### config.mk
export PLATFORM = sky130hd
export DESIGN_NAME = pc_controller
export DESIGN_NICKNAME = d
export VERILOG_FILES = /design/src/rtl/picomips_pkg.sv /design/src/rtl/pc_controller_handshake_sync.sv /design/src/rtl/pc_controller.sv
export SDC_FILE = /design/constraint.sdc
export NUM_CORES = 1
export LEC_CHECK = 0
export CORE_MARGIN = 1
export CORE_UTILIZATION = 46
export CTS_CLUSTER_SIZE = 12
export DETAILED_ROUTE_END_ITERATION = 7
export PLACE_DENSITY = 0.77
export SLEW_MARGIN = 10
export SYNTH_ARGS = -nofsm -noshare
export SYNTH_HDL_FRONTEND = slang
export SYNTH_SLANG_ARGS = --single-unit
### constraint.sdc
create_clock -name Clock -period 2.8 [get_ports Clock]
set_clock_uncertainty 0.2 [all_clocks]
set_input_delay 0.56 -clock Clock [delete_from_list [all_inputs] [get_ports Clock]]
set_output_delay 0.56 -clock Clock [all_outputs]
set_load 0.01 [all_outputs]
### src/rtl/picomips_pkg.sv
// Shared types and defaults for the picoMIPS program-counter controller.
package picomips_pkg;

    localparam int PC_WIDTH_DEFAULT = 7;

    typedef enum logic [1:0] {
        RUN,
        WAIT_PRESS,
        WAIT_RELEASE,
        HALTED
    } pc_state_t;

endpackage

### src/rtl/pc_controller_handshake_sync.sv
// Multi-stage synchroniser bringing the asynchronous handshake switch into the clock domain.
module handshake_sync #(
    parameter int SYNC_STAGES = 2
) (
    input  logic clk_i,
    input  logic rst_i,
    input  logic async_i,
    output logic sync_o
);

    logic [SYNC_STAGES-1:0] stages_q;

    always_ff @(posedge clk_i or posedge rst_i) begin
        if (rst_i) begin
            stages_q <= '0;
        end else begin
            stages_q[0] <= async_i;
            for (int i = 1; i < SYNC_STAGES; i++) begin
                stages_q[i] <= stages_q[i-1];
            end
        end
    end

    assign sync_o = stages_q[SYNC_STAGES-1];

endmodule

### src/rtl/pc_controller.sv
// Program-counter controller: sequences RUN / handshake wait / HALTED and owns the PC register.
module pc_controller
    import picomips_pkg::*;
#(
    parameter int PC_WIDTH    = PC_WIDTH_DEFAULT,
    parameter int SYNC_STAGES = 2
) (
    input  logic                Clock,
    input  logic                Reset,
    input  logic                Halt,
    input  logic                WaitReq,
    input  logic                Jump,
    input  logic [PC_WIDTH-1:0] Target,
    input  logic                Branch,
    input  logic                Zero,
    input  logic [PC_WIDTH-1:0] Offset,
    input  logic                Handshake,
    output logic [PC_WIDTH-1:0] ProgramCounter,
    output logic                Stalled
);

    logic                HsSync;
    pc_state_t           state_q, state_d;
    logic [PC_WIDTH-1:0] pc_q, pc_d;
    logic                stalled_q, stalled_d;
    logic [PC_WIDTH-1:0] pcPlusOne, pcPlusOffset;

    handshake_sync #(
        .SYNC_STAGES(SYNC_STAGES)
    ) u_sync (
        .clk_i  (Clock),
        .rst_i  (Reset),
        .async_i(Handshake),
        .sync_o (HsSync)
    );

    always_ff @(posedge Clock or posedge Reset) begin
        if (Reset) begin
            state_q   <= RUN;
            pc_q      <= '0;
            stalled_q <= 1'b0;
        end else begin
            state_q   <= state_d;
            pc_q      <= pc_d;
            stalled_q <= stalled_d;
        end
    end

    always_comb begin
        state_d = state_q;
        case (state_q)
            RUN: begin
                if (Halt) begin
                    state_d = HALTED;
                end else if (WaitReq) begin
                    state_d = WAIT_PRESS;
                end
            end
            WAIT_PRESS: begin
                if (HsSync) begin
                    state_d = WAIT_RELEASE;
                end
            end
            WAIT_RELEASE: begin
                if (!HsSync) begin
                    state_d = RUN;
                end
            end
            HALTED:  state_d = HALTED;
            default: state_d = RUN;
        endcase
    end

    // Both adders wrap modulo 2^PC_WIDTH; a single mux selects the next PC.
    assign pcPlusOne    = pc_q + {{(PC_WIDTH-1){1'b0}}, 1'b1};
    assign pcPlusOffset = pc_q + Offset;

    always_comb begin
        pc_d      = pc_q;
        stalled_d = (state_d != RUN);
        case (state_q)
            RUN: begin
                if (!Halt && !WaitReq) begin
                    if (Jump) begin
                        pc_d = Target;
                    end else if (Branch && Zero) begin
                        pc_d = pcPlusOffset;
                    end else begin
                        pc_d = pcPlusOne;
                    end
                end
            end
            WAIT_RELEASE: begin
                if (!HsSync) begin
                    pc_d = pcPlusOne;
                end
            end
            default: pc_d = pc_q;
        endcase
    end

    assign ProgramCounter = pc_q;
    assign Stalled        = stalled_q;

endmodule

==> impl_metrics.csv <==
group,metric,value,unit
outcome,status,"finished, final reports clean",
yosys,top_cells_by_area,"dfrtp_1 (31%), ha_1 (9.0%), o21ai_0 (3.6%), a21oi_1 (3.1%), a221oi_2 (3.1%)",
floorplanning,rows,16,
placed_design,numPortBuffers,29,
yosys,top_cell_area_share,0.307,
final_timing,hold_slack,0.152,ns
placed_design,dp_hpwl,1860,um
final_layout,fillers,165,
yosys,top_area_cell,"dfrtp_1",
final_timing,slew_headroom,0.686,
worst_hold_path,hold_path_class,"reg -> reg",
worst_setup_path,endpoint_kind,"register",
worst_setup_path,r2r_start,"ProgramCounter[0]",
final_timing,fin_crit_sh,0.914,
worst_setup_path,path_depth,8,
routing,wl_met2,1130,um
clocking,clock_sinks,12,
worst_setup_path,cpMaxStageDelayCell,"fa_1",
yosys,postSynth.asyncResetShare,1.00,
yosys,edf_count,0,
worst_setup_path,rrSetupSlack,0.46,ns
floorplanning,die-area,2310,sq um
floorplanning,initial_core_util,0.493,
power_and_ir_drop,powerDensity,877,nW/um^2
yosys,most_common_cell,"dfrtp_1",
grt,grt_pass1_wl,3820,um
clocking,clk_pin_slew,0.08,ns
worst_hold_path,hp-start,"u_sync.stages_q[0]",
final_timing,rsz0062_at_grt,"no",
yosys,yosys_cells,107,
power_and_ir_drop,p_leak,0.556,nW
yosys,ys_area,977,sq um
clocking,htree_levels,1,
flow_run,drv_cap,0,
worst_setup_path,crit_fanout,3,
routing,ant_nets,0,
grt,use_met1,0.332,
worst_setup_path,reg2reg_to,"ProgramCounter[6]",
routing,drt_iter0_markers,21,
yosys,ys_top_cells_by_count,"dfrtp_1 (12), ha_1 (7), nand2_1 (7), nor2_1 (7), o21ai_0 (7)",
final_layout,drive_gt1_frac,0.101,
yosys,synth_seq_share,0.307,
routing,drt-met1-wl,1080,um
placed_design,post-place-ws,-0.0221,ns
worst_setup_path,endpoint,"ProgramCounter[6]",
power_and_ir_drop,vdd_drop_max,0.652,mV
worst_hold_path,whs_endpoint,"u_sync.stages_q[1]",
grt,grt_max_degree,13,
grt,grt_pass1_vias,821,
final_timing,maxSlewViolCount,0,
worst_setup_path,critPathLaunchType,"input port",
clocking,cts_resized,0,
final_layout,num_antenna_cells,0,
worst_setup_path,rr_worst_depth,7,
final_layout,nets,170,
yosys,fp_nets,137,
worst_setup_path,critPathMaxStageDelay,0.45,ns
grt,grt_use_total,0.243,
clocking,cts_inserted_buffers,3,
final_timing,setup-tns-final,0,ns
grt,busiest_layer,"met2",
routing,routed_wl,2380,um
clocking,clockRootBuffer,"clkbuf_4",
final_timing,layout_min_cycle_time,2.56,ns
yosys,synth_cells,107,
final_timing,setup_ws,0.240,ns
worst_setup_path,crit_arrival,2.54,ns
floorplanning,chipHeight,48.1,um
worst_setup_path,crit_buf_inv,1,
floorplanning,coreArea,1980,sq um
worst_hold_path,min_delay_path_depth,0,
placed_design,dpl_cell_area,1290,sq um
grt,antenna_found_initial,0,
yosys,syn_area,977,sq um
clocking,postCtsSetupBuffers,0,
clocking,clk_path_buf_depth,2,
==> cell families after synthesis <==
logic type                 after synthesis  synth area share
AOI/OAI and AO/OA                       40             0.293
and+or+nand+nor                         32             0.177
DFF                                     12             0.307
buffers and inverters                    8            0.0435
adders and majority gates                8             0.110
xor gates and xnor gates                 4            0.0359
muxes                                    3            0.0333
==> registers in the layout, summed over array words and instances (netlist names) <==
register,count
Stalled,1
u_sync.stages_q,2
ProgramCounter,7
state_q,2
==> cells in the final DEF, fill, tap and decap left out, drive strengths merged, types with 3 or more instances in the layout <==
master | netlist | layout
nand2 | 7 | 7
dfrtp | 12 | 12
inv | 5 | 5
nor2b | 3 | 3
xnor2 | 3 | 3
ha | 7 | 7
nand3 | 5 | 5
a221oi | 3 | 3
nor2 | 7 | 7
clkbuf | 0 | 4
a21oi | 7 | 7
o21ai | 13 | 13
clkdlybuf4s50 | 0 | 29
nor3 | 3 | 3
==> cell type report <==
cell class,instances,area [sq um],area share
sequential,12,300,0.226
inverter,5,21.3,0.0160
tap,27,33.8,0.0254
clock buffer,4,36.3,0.0273
multi-input combinational,87,634,0.477
timing repair buffer,31,305,0.229
==> per-stage QoR <==
stage / power (W) / instances
after floorplan: 0.000796 / 107
after global placement: 0.00100 / 162
after detailed placement: 0.00103 / 162
after CTS: 0.00117 / 166
after global routing: 0.00128 / 166
final: 0.00117 / 166
==> power by group <==
part / switching, W / total (W) / leakage, nW / internal [W]
combinational: 0.000342 / 0.000687 / 0.397 / 0.000345
clock: 0.0000580 / 0.000137 / 0.0210 / 0.0000791
sequential: 0.000103 / 0.000344 / 0.138 / 0.000241
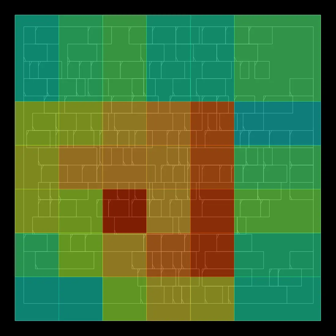
**Above:** routing congestion.
final core occ: 0.672
met2 usage: 0.397
GRT met3 Usage: 0.0556
WL/cell: 14.3 um

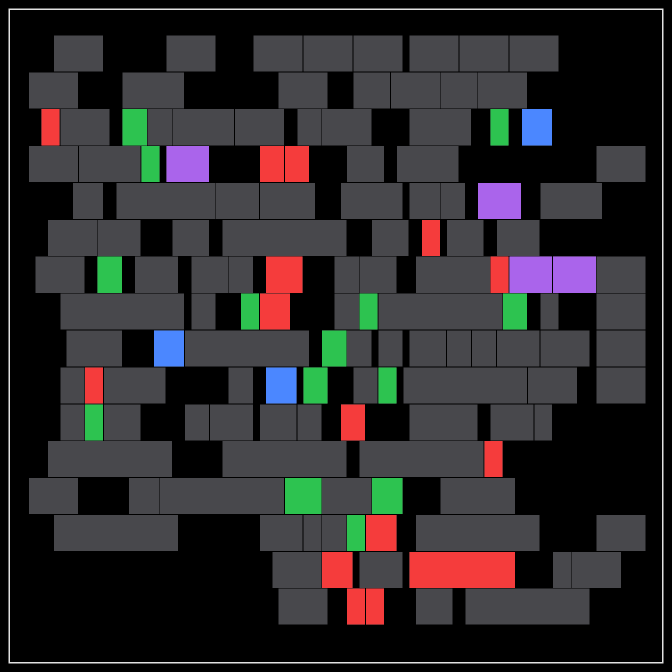
**Above:** selected gate families.
| colour | family | cells |
|---|---|---|
| green | NAND gates | 14 |
| purple | XOR/XNOR gates | 4 |
| red | NOR gates | 15 |
| blue | AND and OR gates | 3 |
fin cells: 166
highest-count logic cell in the final layout: clkdlybuf4s50_1

Power figures rest on the tool's default switching activity, not on a simulated workload.
